**config.mk**
```make
export PLATFORM = sky130hd
export DESIGN_NAME = fft_b4_seq_ctrl
export DESIGN_NICKNAME = d
export VERILOG_FILES = /design/src/rtl/fft_b4_pkg.sv /design/src/rtl/fft_b4_seq_ctrl_tw_gen.sv /design/src/rtl/fft_b4_seq_ctrl.sv
export SDC_FILE = /design/constraint.sdc
export NUM_CORES = 1
export LEC_CHECK = 0
export CORE_ASPECT_RATIO = 1.2
export CORE_MARGIN = 4
export CORE_UTILIZATION = 32
export DETAILED_ROUTE_END_ITERATION = 10
export GPL_TIMING_DRIVEN = 0
export PLACE_DENSITY_LB_ADDON = 0.12
export SYNTH_ARGS = -nofsm -noshare
export SYNTH_HDL_FRONTEND = slang
export SYNTH_SLANG_ARGS = --single-unit
```
**constraint.sdc**
```tcl
create_clock -name clk -period 2.32 [get_ports clk]
set_clock_uncertainty 0.15 [all_clocks]
set_input_delay 0.58 -clock clk [delete_from_list [all_inputs] [get_ports clk]]
set_output_delay 0.58 -clock clk [all_outputs]
set_load 0.05 [all_outputs]
```
**src/rtl/fft_b4_pkg.sv**
```systemverilog
// ============================================================================
// Module   : fft_b4_pkg
// Purpose  : Shared types and helper functions for the radix-4 FFT sequencer:
//            FSM state encoding, twiddle-address rule, base-4 digit reversal,
//            and pipeline-latency arithmetic.
// Revision : 1.0 - initial release
// ============================================================================
`default_nettype none

package fft_b4_pkg;

    typedef enum logic [1:0] {
        ST_IDLE  = 2'd0,
        ST_LOAD  = 2'd1,
        ST_FLUSH = 2'd2,
        ST_DONE  = 2'd3
    } state_e;

    localparam int DEF_STAGES    = 3;
    localparam int DEF_STAGE_LAT = 4;
    localparam int DEF_PIPE_LAT  = DEF_STAGES * DEF_STAGE_LAT;

    // Enabled cycles from a sample entering stage 0 to leaving the last stage.
    function automatic int unsigned pipe_lat_f(input int unsigned stages,
                                               input int unsigned stage_lat);
        return stages * stage_lat;
    endfunction

    // Twiddle address for stage s given its sample counter c:
    // (p * m * 4^s) mod N with p = c[1:0], m = (c >> 2) mod (N / 4^(s+1)).
    // p is at most 3, so the product is a shift-and-add; the last stage's
    // modulus is 1, which forces its address to 0.
    function automatic int unsigned tw_addr_f(input int unsigned c,
                                              input int unsigned s,
                                              input int unsigned stages);
        int unsigned aw;
        int unsigned p;
        int unsigned m;
        int unsigned prod;
        aw   = 2 * stages;
        p    = c & 32'd3;
        m    = (c >> 2) & ((32'd1 << (aw - 2 - 2 * s)) - 32'd1);
        prod = (p[0] ? m : 32'd0) + (p[1] ? (m << 1) : 32'd0);
        return (prod << (2 * s)) & ((32'd1 << aw) - 32'd1);
    endfunction

    // Reverse the order of the 2-bit digits of x (digits = number of digits).
    function automatic int unsigned digit_rev4(input int unsigned x,
                                               input int digits);
        int unsigned r;
        r = 32'd0;
        for (int i = 0; i < digits; i++) begin
            r = r | (((x >> (2 * i)) & 32'd3) << (2 * (digits - 1 - i)));
        end
        return r;
    endfunction

endpackage

`default_nettype wire

```
**src/rtl/fft_b4_seq_ctrl_tw_gen.sv**
```systemverilog
// ============================================================================
// Module   : fft_b4_tw_gen
// Purpose  : Per-stage twiddle address generator. Tracks the index of the
//            sample entering stage S and presents the matching registered
//            twiddle ROM address.
// Revision : 1.0 - initial release
// ============================================================================
`default_nettype none

module fft_b4_tw_gen
    import fft_b4_pkg::*;
#(
    parameter int STAGES    = DEF_STAGES,
    parameter int STAGE_LAT = DEF_STAGE_LAT,
    parameter int AW        = 2 * STAGES,
    parameter int S         = 0,
    parameter int FW        = 4
) (
    input  logic          clk,
    input  logic          rst,
    input  logic          clr,
    input  logic          en,
    input  logic [FW-1:0] fill_cnt,
    output logic [AW-1:0] tw_addr
);

    logic          w_active;
    logic [AW-1:0] c_q;
    logic [AW-1:0] c_d;
    logic [AW-1:0] tw_q;
    logic [AW-1:0] tw_d;

    // Stage 0 sees real samples from the first enabled cycle; later stages
    // wait until the pipeline has filled up to their input.
    generate
        if (S == 0) begin : g_first
            assign w_active = 1'b1;
        end else begin : g_later
            assign w_active = (fill_cnt >= FW'(S * STAGE_LAT));
        end
    endgenerate

    // Next sample index and the address that goes with it, so the registered
    // address always matches the registered counter.
    always_comb begin
        c_d = c_q;
        if (clr) begin
            c_d = '0;
        end else if (en && w_active) begin
            c_d = c_q + 1'b1;
        end
        tw_d = AW'(tw_addr_f(32'(c_d), S, STAGES));
    end

    // Counter and address registers.
    always_ff @(posedge clk or posedge rst) begin
        if (rst) begin
            c_q  <= '0;
            tw_q <= '0;
        end else begin
            c_q  <= c_d;
            tw_q <= tw_d;
        end
    end

    assign tw_addr = tw_q;

endmodule

`default_nettype wire

```
**src/rtl/fft_b4_seq_ctrl.sv**
```systemverilog
// ============================================================================
// Module   : fft_b4_seq_ctrl
// Purpose  : Sequencer for a serial radix-4 pipelined FFT. Loads one frame
//            over valid/ready, drives the common stage enable, generates
//            per-stage twiddle addresses, flushes the pipeline and marks the
//            valid output samples.
// Options  : FFT_SEQ_DIGITREV_EN - out_index is the base-4 digit-reversed
//            output count (natural frequency bin) instead of the raw count.
// Revision : 1.0 - initial release
// ============================================================================
`default_nettype none

module fft_b4_seq_ctrl
    import fft_b4_pkg::*;
#(
    parameter int STAGES    = DEF_STAGES,
    parameter int STAGE_LAT = DEF_STAGE_LAT,
    parameter int AW        = 2 * STAGES
) (
    input  logic                 clk,
    input  logic                 rst,
    input  logic                 start,
    input  logic                 in_valid,
    output logic                 in_ready,
    output logic                 stage_en,
    output logic                 data_sel,
    output logic [STAGES*AW-1:0] tw_addr,
    output logic                 out_valid,
    output logic [AW-1:0]        out_index,
    output logic                 out_last,
    output logic                 busy,
    output logic                 frame_done
);

    localparam int N        = 1 << AW;
    localparam int PIPE_LAT = int'(pipe_lat_f(STAGES, STAGE_LAT));
    localparam int FW       = $clog2(PIPE_LAT + 1);

    localparam logic [FW-1:0] FILL_MAX = FW'(PIPE_LAT);
    localparam logic [AW-1:0] IN_LAST  = AW'(N - 1);
    localparam logic [AW:0]   OUT_N    = (AW + 1)'(N);
    localparam logic [AW:0]   OUT_LAST = (AW + 1)'(N - 1);

    state_e        state_q;
    state_e        state_d;
    logic [AW-1:0] in_cnt_q;
    logic [AW-1:0] in_cnt_d;
    logic [FW-1:0] fill_cnt_q;
    logic [FW-1:0] fill_cnt_d;
    logic [AW:0]   out_cnt_q;
    logic [AW:0]   out_cnt_d;
    logic          w_clr;
    logic          w_out_ok;
    logic          w_out_end;

    // Output qualification from registers only, so the FSM can use the
    // end-of-frame condition without a loop through stage_en.
    assign w_out_ok  = (fill_cnt_q == FILL_MAX) && (out_cnt_q < OUT_N);
    assign w_out_end = (fill_cnt_q == FILL_MAX) && (out_cnt_q == OUT_LAST);

    // FSM next state and state-decoded handshake / enable outputs.
    always_comb begin
        state_d  = state_q;
        in_ready = 1'b0;
        data_sel = 1'b0;
        stage_en = 1'b0;
        w_clr    = 1'b0;
        case (state_q)
            ST_IDLE: begin
                if (start) begin
                    state_d = ST_LOAD;
                    w_clr   = 1'b1;
                end
            end
            ST_LOAD: begin
                in_ready = 1'b1;
                data_sel = 1'b1;
                stage_en = in_valid;
                if (in_valid && (in_cnt_q == IN_LAST)) begin
                    state_d = ST_FLUSH;
                end
            end
            ST_FLUSH: begin
                stage_en = 1'b1;
                if (w_out_end) begin
                    state_d = ST_DONE;
                end
            end
            ST_DONE: begin
                state_d = ST_IDLE;
            end
            default: begin
                state_d = ST_IDLE;
            end
        endcase
    end

    // Input, fill and output counters; all frozen while stage_en is low.
    always_comb begin
        in_cnt_d   = in_cnt_q;
        fill_cnt_d = fill_cnt_q;
        out_cnt_d  = out_cnt_q;
        if (w_clr) begin
            in_cnt_d   = '0;
            fill_cnt_d = '0;
            out_cnt_d  = '0;
        end else begin
            if (in_ready && in_valid) begin
                in_cnt_d = in_cnt_q + 1'b1;
            end
            if (stage_en && (fill_cnt_q != FILL_MAX)) begin
                fill_cnt_d = fill_cnt_q + 1'b1;
            end
            if (out_valid) begin
                out_cnt_d = out_cnt_q + 1'b1;
            end
        end
    end

    // State and counter registers.
    always_ff @(posedge clk or posedge rst) begin
        if (rst) begin
            state_q    <= ST_IDLE;
            in_cnt_q   <= '0;
            fill_cnt_q <= '0;
            out_cnt_q  <= '0;
        end else begin
            state_q    <= state_d;
            in_cnt_q   <= in_cnt_d;
            fill_cnt_q <= fill_cnt_d;
            out_cnt_q  <= out_cnt_d;
        end
    end

    // Output sample markers, aligned with the last stage's data.
    always_comb begin
        out_valid = stage_en && w_out_ok;
        out_last  = out_valid && (out_cnt_q == OUT_LAST);
`ifdef FFT_SEQ_DIGITREV_EN
        out_index = AW'(digit_rev4(32'(out_cnt_q[AW-1:0]), AW / 2));
`else
        out_index = out_cnt_q[AW-1:0];
`endif
    end

    assign busy       = (state_q != ST_IDLE);
    assign frame_done = (state_q == ST_DONE);

    generate
        for (genvar s = 0; s < STAGES; s++) begin : g_stage
            fft_b4_tw_gen #(
                .STAGES    (STAGES),
                .STAGE_LAT (STAGE_LAT),
                .AW        (AW),
                .S         (s),
                .FW        (FW)
            ) u_tw_gen (
                .clk       (clk),
                .rst       (rst),
                .clr       (w_clr),
                .en        (stage_en),
                .fill_cnt  (fill_cnt_q),
                .tw_addr   (tw_addr[s*AW +: AW])
            );
        end
    endgenerate

endmodule

`default_nettype wire

```
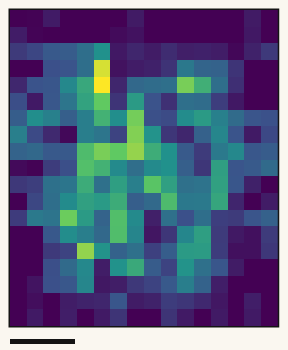
(run_1/wire_density.png)
Bar = 20 um. The die is cut into 16 by 19 equal tiles; dark purple is low, yellow is high, scaled to the fullest tile. Values are wire area over tile area, all layers added.
- densest ninth of the die: middle
- mean over tiles: 0.083
- tiles over half the peak: 14%
- fullest tile: 0.33

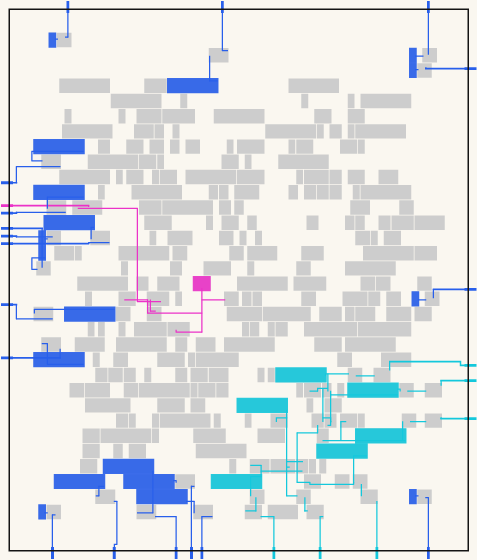
(run_1/port_nets.png)
- magenta: stage_en (bits 1; direction output; edge left; end cells 1; buffers 3; wire 81.2 um)
- blue: tw_addr (bits 18; direction output; edge 7 left, 6 bottom, 3 top, 2 right; end cells 18; buffers 18; wire 250 um)
- cyan: out_index (bits 6; direction output; edge 3 bottom, 3 right; end cells 6; buffers 12; wire 199 um)

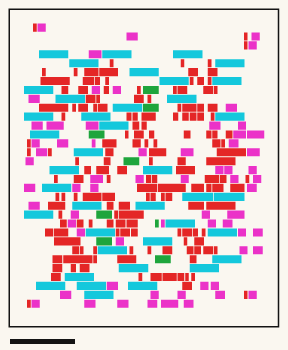
(run_1/cell_classes.png)
Bar = 20 um.
- red: all other logic (cells 156)
- green: clock drivers and dummy loads (cells 8)
- magenta: other buffers and delay cells (cells 65)
- cyan: flip-flops (cells 39)

==> notes.md, run 1 <==
Implementation progress

Yosys mapped a number of flops with a built-in enable equal to 0. After synthesis, the most frequently instantiated cells are 39 x sky130_fd_sc_hd__dfrtp_1, 32 x sky130_fd_sc_hd__nor2_1, 16 x sky130_fd_sc_hd__buf_4, 16 x sky130_fd_sc_hd__ha_1, 15 x sky130_fd_sc_hd__xor2_1. Power comes to 2840 uW. The switching power total stands at 1140 uW.

The post-route utilization of the core is recorded as 46.3%. Setup slack on the critical path of the routed design comes to -0.215 ns. Global route summary, busiest routing layer listed as met2.

The number of sequential cells reported for the layout is 39. STA puts the critical path data required time at between 2 and 2.5 ns. Looking at the power breakdown, the clock network takes roughly 18% of the total.

The quantity of I/O buffers inserted on ports stands at 26. The shortest clock period the worst path allows after layout stands at approximately 2.5 ns. The final reports fail on negative setup slack. Per the layout area report, the register area comes to around 1000 um2. The flow ran to the end, but the final reports show violations. The clock latency reported for the late side of the worst-skew pair stands at slightly below 0.3 ns. The met2 track demand over resource stands at between 10% and 20%. The mapped netlist covers between 2000 and 2500 um2. From the final report, the count of setup violators was given as 7. By area the synthesized netlist is led by sky130_fd_sc_hd__dfrtp_1 47%, sky130_fd_sc_hd__ha_1 9.6%, sky130_fd_sc_hd__xor2_1 6.3%. The report lists the cells along the critical path as inv_4 > ha_4 > a21o_1 > and2_4 > xor2_1 > nand2b_1 > nor2_1 > ha_2 > fa_2 > a21oi_2 > nor3_1.
==> run_1/drive_strength.png <==
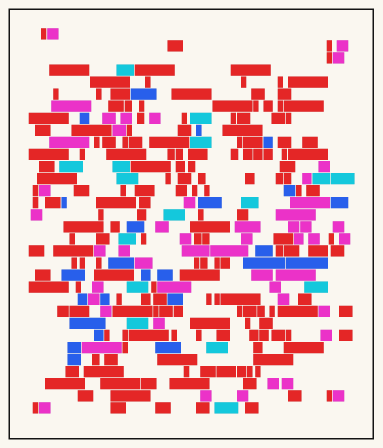

==> run 2: changes to the inputs <==
--- a/config.mk
+++ b/config.mk
@@ -10,7 +10,6 @@
 export CORE_UTILIZATION = 32
 export DETAILED_ROUTE_END_ITERATION = 10
 export GPL_TIMING_DRIVEN = 0
-export PLACE_DENSITY_LB_ADDON = 0.12
 export SYNTH_ARGS = -nofsm -noshare
 export SYNTH_HDL_FRONTEND = slang
 export SYNTH_SLANG_ARGS = --single-unit
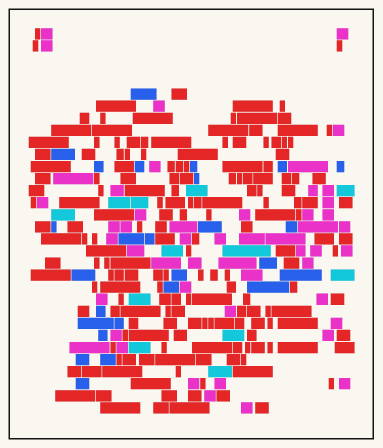
(run_2/drive_strength.png)
- cyan: drive 6 and up (cells 12; share 4.5%)
- red: drive 1 or less (cells 180; share 67%)
- blue: drive 2 (cells 26; share 9.7%)
- magenta: drive 3 to 4 (cells 50; share 19%)

==> notes.md, run 2 <==
Implementation progress

The met2 track demand over resource was 19.1% (was 19.8%). The routed length per instance came to 11.6 um (was 11.9 um). Cell breakdown of the critical path: inv_4 > ha_4 > a21o_1 > and2_4 > xor2_1 > nand2b_1 > nor2_1 > ha_2 > fa_2 > a21oi_2 > nor3_2 (was inv_4 > ha_4 > a21o_1 > and2_4 > xor2_1 > nand2b_1 > nor2_1 > ha_2 > fa_2 > a21oi_2 > nor3_1). The final worst setup slack came to -0.220 ns (was -0.215 ns). The switching power total is 1140 uW (about the same). The sequential cell count of the final layout is 39 (unchanged). The unique cell type count in the Yosys netlist came to 32 (unchanged).

The number of nets with antenna violations after routing was 0 (unchanged). The post-cts gate resize count was 55 (was 64). The combined flip-flop and latch cell area came to 978 um2 (unchanged).

The number of global-route vias before repair stands at 1,569 (was 1,565). The clock latency reported for the late side of the worst-skew pair stands at 0.29 ns (about the same). The worst-case headroom to the max-slew limit stands at 46.3% (was 44.3%).

The count of library flops with an enable pin stands at 0 (unchanged). The clock share of power was 20.2% (was 17.9%). The overall power after layout stands at 2930 uW (was 2840 uW).

The quantity of I/O buffers inserted on ports stands at 26 (unchanged). The shortest clock period the worst path allows after layout was 2.54 ns (was 2.53 ns). The global placer's final weighted congestion came to 0.730 (was 0.747).

Violations in the final reports: negative setup slack (unchanged). Cells taking the most area after synthesis: sky130_fd_sc_hd__dfrtp_1 47%, sky130_fd_sc_hd__ha_1 9.6%, sky130_fd_sc_hd__xor2_1 6.3% (unchanged). The HPWL reported at the end of detailed placement stands at 2780 um (about the same). The layer carrying the most global-route usage is met2 (unchanged). The total number of warnings across the stage logs came to 34 (unchanged).

Run status: finished with violations (unchanged). The critical path data required time was 2.34 ns (was 2.33 ns). The final design utilization stands at 45.8% (was 46.3%). The final tally of setup violations stands at 9 (was 7).
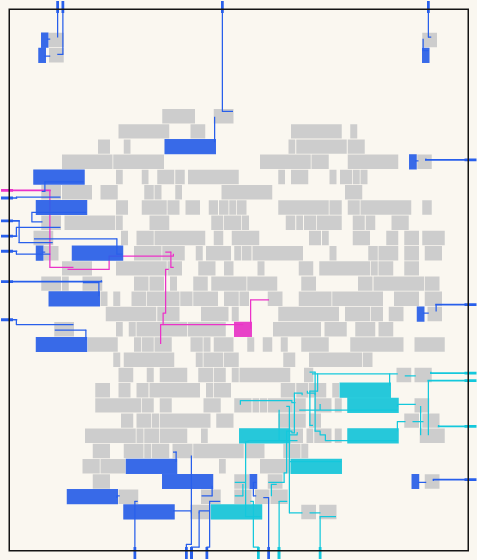
(run_2/port_nets.png)
- magenta: stage_en (bits 1; direction output; edge left; end cells 1; buffers 3; wire 87.5 um)
- cyan: out_index (bits 6; direction output; edge 3 bottom, 3 right; end cells 6; buffers 12; wire 255 um)
- blue: tw_addr (bits 18; direction output; edge 6 left, 5 bottom, 4 top, 3 right; end cells 18; buffers 18; wire 257 um)

Power and IR drop assume default switching activity.
